==> run_1/port_trees.png <==
(3 px per um)
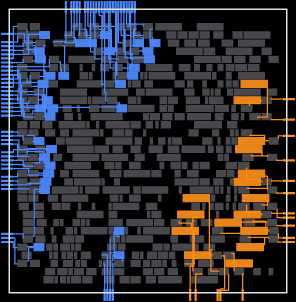
==> run_1/m4.png <==
(4 px per um) Supply wires on this layer in gray.
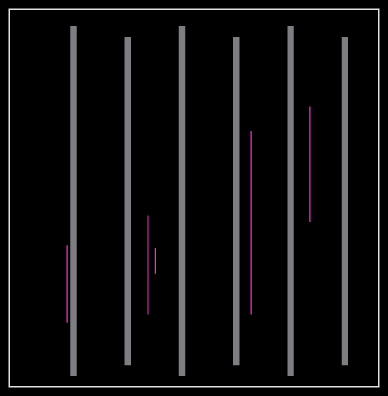
==> run_1/clock_wires.png <==
(4 px per um)
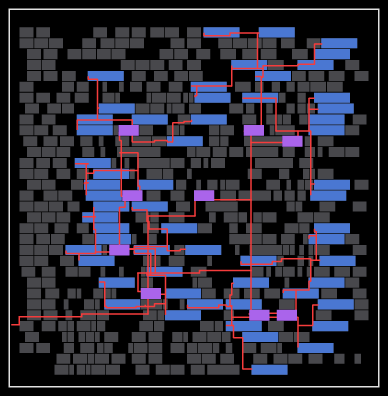
==> run_1/congestion_map.png <==
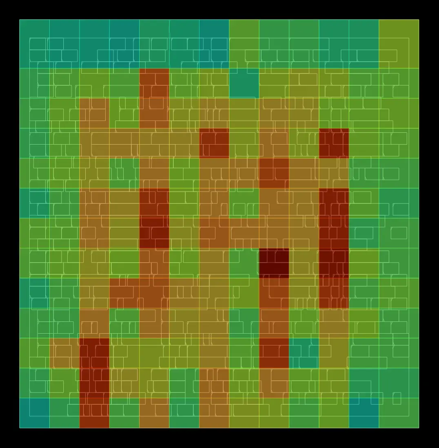
==> config.mk <==
export PLATFORM = sky130hd
export DESIGN_NAME = shift_div_arbiter
export DESIGN_NICKNAME = d
export VERILOG_FILES = /design/src/rtl/shift_div_arbiter.sv
export SDC_FILE = /design/constraint.sdc
export NUM_CORES = 1
export LEC_CHECK = 0
export CORE_AREA = 2 2 90 92
export DETAILED_ROUTE_END_ITERATION = 12
export DIE_AREA = 0 0 92 94
export PLACE_DENSITY_LB_ADDON = 0.08
export SLEW_MARGIN = 0
export SYNTH_ARGS = -nofsm -noshare
export SYNTH_HDL_FRONTEND = slang
export SYNTH_HIERARCHICAL = 1
export SYNTH_SLANG_ARGS = --single-unit
export TNS_END_PERCENT = 5
==> constraint.sdc <==
create_clock -name clk -period 4.1 [get_ports clk]
set_input_delay 0.82 -clock clk [delete_from_list [all_inputs] [get_ports clk]]
set_output_delay 0.82 -clock clk [all_outputs]
set_load 0.005 [all_outputs]
==> flow_metrics.tcl, run 1 <==
# place-and-route summary
set metrics [dict create \
    syn_avg_cell_area_um2 11.0 \
    gp_congestion 0.860 \
    ys_area_mm2 0.00371 \
    highest_layer "met4" \
    comb_cells 246 \
    ys_sh_simple_pct 12.4 \
    stdcell_count 562 \
    dr_wl_met2_mm 4.67 \
    ff2ff_path_depth 5 \
    end_kind "output pin" \
    hpwl_mm 7.12 \
    min_path_type "register to register" \
    fin_tns_setup_ps 0 \
    largest_cell_class "combinational gates" \
    fmax_ghz 0.279 \
    rsz0062_at_grt "false" \
    grt_max_degree 59 \
    path_buffers 2 \
    yosysTopAreaCell "dfrtp_1" \
    ff_count 58 \
    yosysTopAreaCellShare_pct 39.2 \
    crit_family "buffers and inverters" \
    comb_area_mm2 0.00204 \
    n_all_buffers 136 \
    power_frac_comb_pct 51.0 \
    tightestPinTransition_ps 1060 \
    finalWorstSetupSlack_ps 514 \
    syn_area_mm2 0.00371 \
    path_clk_slew_ps 60 \
    antenna_found_initial 0 \
    slew_viol_final 0 \
    layout_top_cell "clkdlybuf4s50_1" \
    crit_cells 6 \
    power_density_mw_per_mm2 675 \
    synth_flops 58 \
    chipArea_mm2 0.00865 \
    place_ws_ps 544 \
    cp_common_cell "clkdlybuf4s50_1" \
    hold_path_depth 1 \
    drtIter0Drc 162 \
    whs_ps 503 \
    num_tap_cells 102 \
    yosys_warnings 6 \
    p_int_uw 2170 \
    cts_buffers 9 \
    min_period_ps 3590 \
    cts_buffer_depth 2 \
    power_uw 3500 \
    die_h_um 94 \
    cts_tree "yes" \
    dpl-instance-area_mm2 0.00499 \
    drt-pass1-iter-count 4 \
    synthCells 338 \
    synth_async_sr_flop_share_pct 100 \
    p_leak_uw 0.00231 \
    grt-busiest-layer "met2" \
    maxPowerGroup "combinational logic" \
    switching_share_pct 38.0 \
    holdBufCountCts 0 \
    nFillCells 623 \
    dp_cells 548 \
    max-cap-violations 0 \
    warning_count 26 \
    grt_usage_pct 22.1 \
    fp_util_pct 48.7 \
    fp_nets 428 \
    ant_nets 0 \
    use_met3_pct 4.65 \
    cp.arrival_ps 2770 \
    clock_sinks 58 \
    grt_overflow 0 \
    ys_sh_adder_pct 0 \
    sh_comb_area_pct 39.4 \
    logic_family "multiplexers" \
    worst-r2r-setup-slack_ps 1610 \
    synthFlopType "dfrtp_1" \
    mostFrequentLayoutCells "clkdlybuf4s50_1 (131), dfrtp_1 (58), mux2i_1 (56)" \
    rows 32 \
    compound_area_share_pct 10.6 \
    drive_above_1_share_pct 14.6 \
    topCellsByArea "dfrtp_1 (39%), mux2i_1 (15%), mux2_2 (11%)" \
    flop_area_mm2 0.00145 \
    startpoint_type "input pin" \
    finalCritPeriodShare_pct 87.5 \
    vias_per_cell 5.59 \
    yosys.cell_count.top_type "dfrtp_1" \
    htreeDepth 3 \
    final_area_mm2 0.00518 \
    critical_path_class "input pin to output pin" \
    drc 0 \
    synth-edff-count 0 \
    clock_buffers 11 \
    post_cts_buffers 0 \
    power_frac_seq_pct 34.2 \
    clockNetworkAreaShare_pct 3.70 \
    p_switching_uw 1330 \
    required_ps 3280 \
    crit_chain "clkdlybuf4s50_1 -> a21oi_1 -> nor3b_1 -> or3_1 -> nor3_1 -> clkdlybuf4s50_1" \
    pg_seq_uw 1200 \
    yosys-top-cells-count "dfrtp_1 (58), mux2i_1 (56), mux2_2 (36)" \
    setup_viol 0 \
    grt_pass1_vias 3099 \
    crit_slowest_cell "clkdlybuf4s50_1" \
    die-width_um 92 \
    bufAreaShareNonClock_pct 26.0 \
    cts_resized 0 \
    comb-power_uw 1780 \
    ys_cells 338 \
    wl_met1_mm 3.99 \
    wl_met3_um 611 \
    n_antenna_cell 0 \
    core_mm2 0.00761 \
    mux_share_pct 31.7 \
    cp_max_fo 4 \
    synthXorXnorAreaFrac_pct 0.236 \
    inv_count 6 \
    grt_first_pass_wirelength_mm 15.0 \
    slowest_delay_ps 530 \
    area_growth_pct 39.8 \
    ir_drop_v 0.000334 \
    layout.nets 547 \
    slew_headroom_pct 29.6 \
    status "finished, final reports clean" \
    hold_violations 0 \
    root_buffer "clkbuf_8" \
    seq_share_pct 28.0 \
    synth_cell_type_count 47 \
    yosysSeqAreaShare_pct 39.2 \
]
Back to the opening pictures, port_trees.png:
Blue marks req_i, bits 64, direction input, edge 36 west, 24 north, 4 south, end cells 32, buffers 64, wire 999 um. Orange marks rsp_q, bits 16, direction output, edge 11 east, 5 south, end cells 16, buffers 16, wire 283 um.
I/O Pins: 133
Port-buffer cells: 132

Back to the opening pictures, m4.png:
The wires run mostly vertical. The longest straight run is 45.6 um. The layer holds 1.3% of the routed length. 4 nets have wire on it. The layer carries 124 um of wire.
vias: 3,140
wirelength, routed: 9.40 mm

Back to the opening pictures, clock_wires.png:
Red marks clock wires, length 735 um. Purple marks clock-net drivers, count 9. Blue marks flip-flops, count 58.
There are 10 routed clock nets.
clock share of power: 14.8%
P_clk: 516 uW
clk ins delay skew pair: 330 ps
Final Skew: 7.31 ps

Back to the opening pictures, congestion_map.png:
met1 Resource Use GR: 29.1%
Routed wire per std cell: 16.7 um
grt met2 use: 36.3%
fin util: 68.1%

==> run_1/util_map.png <==
(4 px per um) The die is cut into 9 by 9 equal tiles; dark blue is low, red is high, 0 to 100% covered.
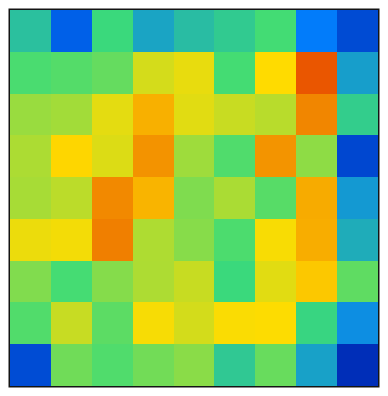

==> run 2, diff against run 1 <==
clock period = 4.2 ns   (was 4.1 ns; I/O delays follow)
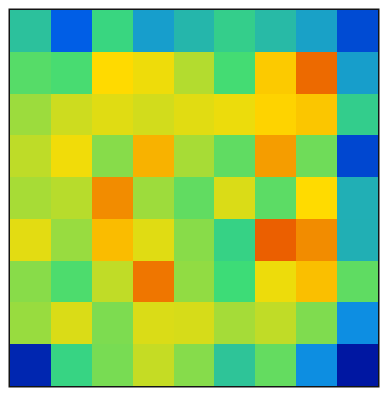
(run_2/util_map.png)
(4 px per um) The die is cut into 9 by 9 equal tiles; dark blue is low, red is high, 0 to 100% covered.
The mean over all tiles is 59%. The fullest tile reaches 89%. 17% of the tiles are over 75% full.
fin util: 68.2%
area of the core: 0.00761 mm^2

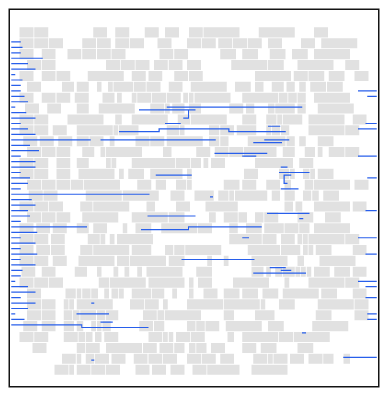
(run_2/m3.png)
(4 px per um) Cells faint in the background.
89 nets have wire on it. The longest straight run is 34.3 um. The layer holds 6.6% of the routed length. The layer carries 623 um of wire. The wires run mostly horizontal.
vias: 3,134
met3 usage: 5.22%
wirelength, routed: 9.47 mm

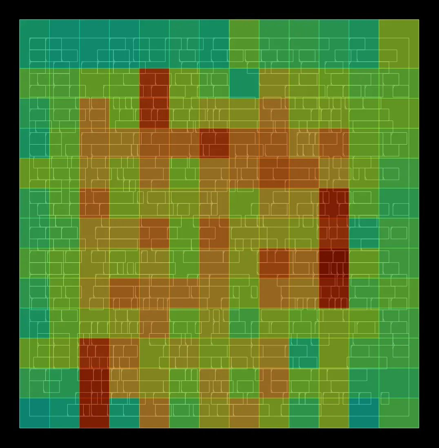
(run_2/congestion_map.png)
grt met2 use: 36.2%
All-Layer GR Usage: 22.1%
Routed wire per std cell: 16.8 um

==> run 2 against run 1 <==
Against the previous run: sequential share of layout area is essentially flat; critical endpoint is now req_ready[1]; global-route usage is essentially flat; wire length grew 0.73%; critical path depth is the same; first-iteration DRC count shrank 19%; via count shrank 0.19%; utilization grew 0.082 points.
==> flow_metrics.tcl, run 2 <==
# place-and-route summary
set metrics [dict create \
    clock_buffers 14 \
    pg_clk_uw 515 \
    ys_sh_simple_pct 12.4 \
    comb_area_mm2 0.00204 \
    dpl-instance-area_mm2 0.00499 \
    post_cts_buffers 0 \
    grt-busiest-layer "met2" \
    startpoint_type "input pin" \
    grt_overflow 0 \
    setup_viol 0 \
    area_growth_pct 39.9 \
    ff2ff_path_depth 5 \
    yosys.cell_count.top_type "dfrtp_1" \
    grt_first_pass_wirelength_mm 15.0 \
    hold_path_depth 1 \
    layout_top_cell "clkdlybuf4s50_1" \
    n_antenna_cell 0 \
    yosysTopAreaCellShare_pct 39.2 \
    clockPowerShare_pct 15.0 \
    mux_share_pct 31.7 \
    slowest_delay_ps 550 \
    die_h_um 94 \
    inv_count 6 \
    synth_async_sr_flop_share_pct 100 \
    finalCritPeriodShare_pct 85.7 \
    mostFrequentLayoutCells "clkdlybuf4s50_1 (131), dfrtp_1 (58), mux2i_1 (56)" \
    finalWorstSetupSlack_ps 599 \
    dr_wl_met2_mm 4.70 \
    power_density_mw_per_mm2 660 \
    yosysSeqAreaShare_pct 39.2 \
    antenna_found_initial 0 \
    comb-power_uw 1740 \
    switching_share_pct 37.9 \
    synthCells 338 \
    synth_flops 58 \
    die-width_um 92 \
    status "finished, final reports clean" \
    power_uw 3420 \
    crit_chain "clkdlybuf4s50_1 -> nand2b_1 -> a21oi_1 -> a211o_2 -> nor3_1 -> clkdlybuf4s50_1" \
    hpwl_mm 7.09 \
    cp_common_cell "clkdlybuf4s50_1" \
    fp_util_pct 48.7 \
    slew_headroom_pct 28.4 \
    htreeDepth 3 \
    rows 32 \
    syn_avg_cell_area_um2 11.0 \
    synth-edff-count 0 \
    nFillCells 616 \
    yosysTopAreaCell "dfrtp_1" \
    ant_nets 0 \
    cts_buffer_depth 2 \
    slew_viol_final 0 \
    max-cap-violations 0 \
    logic_family "multiplexers" \
    cts_buffers 9 \
    clockNetworkAreaShare_pct 3.81 \
    syn_area_mm2 0.00371 \
    warning_count 26 \
    ff_count 58 \
    synth_cell_type_count 47 \
    largest_cell_class "combinational gates" \
    required_ps 3360 \
    fmax_ghz 0.278 \
    maxPowerGroup "combinational logic" \
    cp.arrival_ps 2760 \
    stdcell_count 564 \
    drt-pass1-iter-count 4 \
    bufAreaShareNonClock_pct 26.0 \
    power_frac_seq_pct 34.0 \
    crit_family "buffers and inverters" \
    use_met1_pct 29.4 \
    worst-r2r-setup-slack_ps 1680 \
    crit_slowest_cell "clkdlybuf4s50_1" \
    vias_per_cell 5.56 \
    n_all_buffers 136 \
    cts_resized 0 \
    p_int_uw 2130 \
    ys_area_mm2 0.00371 \
    min_path_type "register to register" \
    path_buffers 2 \
    min_period_ps 3600 \
    hold_violations 0 \
    portBuffers 132 \
    yosys-top-cells-count "dfrtp_1 (58), mux2i_1 (56), mux2_2 (36)" \
    power_frac_comb_pct 51.0 \
    comb_cells 246 \
    cts_tree "yes" \
    chipArea_mm2 0.00865 \
    ir_drop_v 0.000338 \
    grt_max_degree 59 \
    holdBufCountCts 0 \
    seq_share_pct 28.0 \
    synthFlopType "dfrtp_1" \
    ys_sh_adder_pct 0 \
    io_pins 133 \
    sh_comb_area_pct 39.3 \
    final_area_mm2 0.00519 \
    drive_above_1_share_pct 14.3 \
    insertion_delay_ps 330 \
    wl_met1_mm 4.03 \
    cp_max_fo 11 \
    finClkSkew_ps 12.1 \
    whs_ps 504 \
    critical_path_class "input pin to output pin" \
    layout.nets 547 \
    place_ws_ps 614 \
    clock_sinks 58 \
    grt_pass1_vias 3032 \
    rsz0062_at_grt "false" \
    root_buffer "clkbuf_8" \
    crit_cells 6 \
    fp_nets 428 \
    num_tap_cells 102 \
    ys_cells 338 \
    drc 0 \
    drtIter0Drc 131 \
    topCellsByArea "dfrtp_1 (39%), mux2i_1 (15%), mux2_2 (11%)" \
    flop_area_mm2 0.00145 \
    path_clk_slew_ps 60 \
    fin_tns_setup_ps 0 \
    tightestPinTransition_ps 1070 \
    gp_congestion 0.860 \
    p_switching_uw 1300 \
    dp_cells 548 \
    synthXorXnorAreaFrac_pct 0.236 \
    pg_seq_uw 1160 \
    highest_layer "met4" \
]
Power figures rest on the tool's default switching activity, not on a simulated workload.
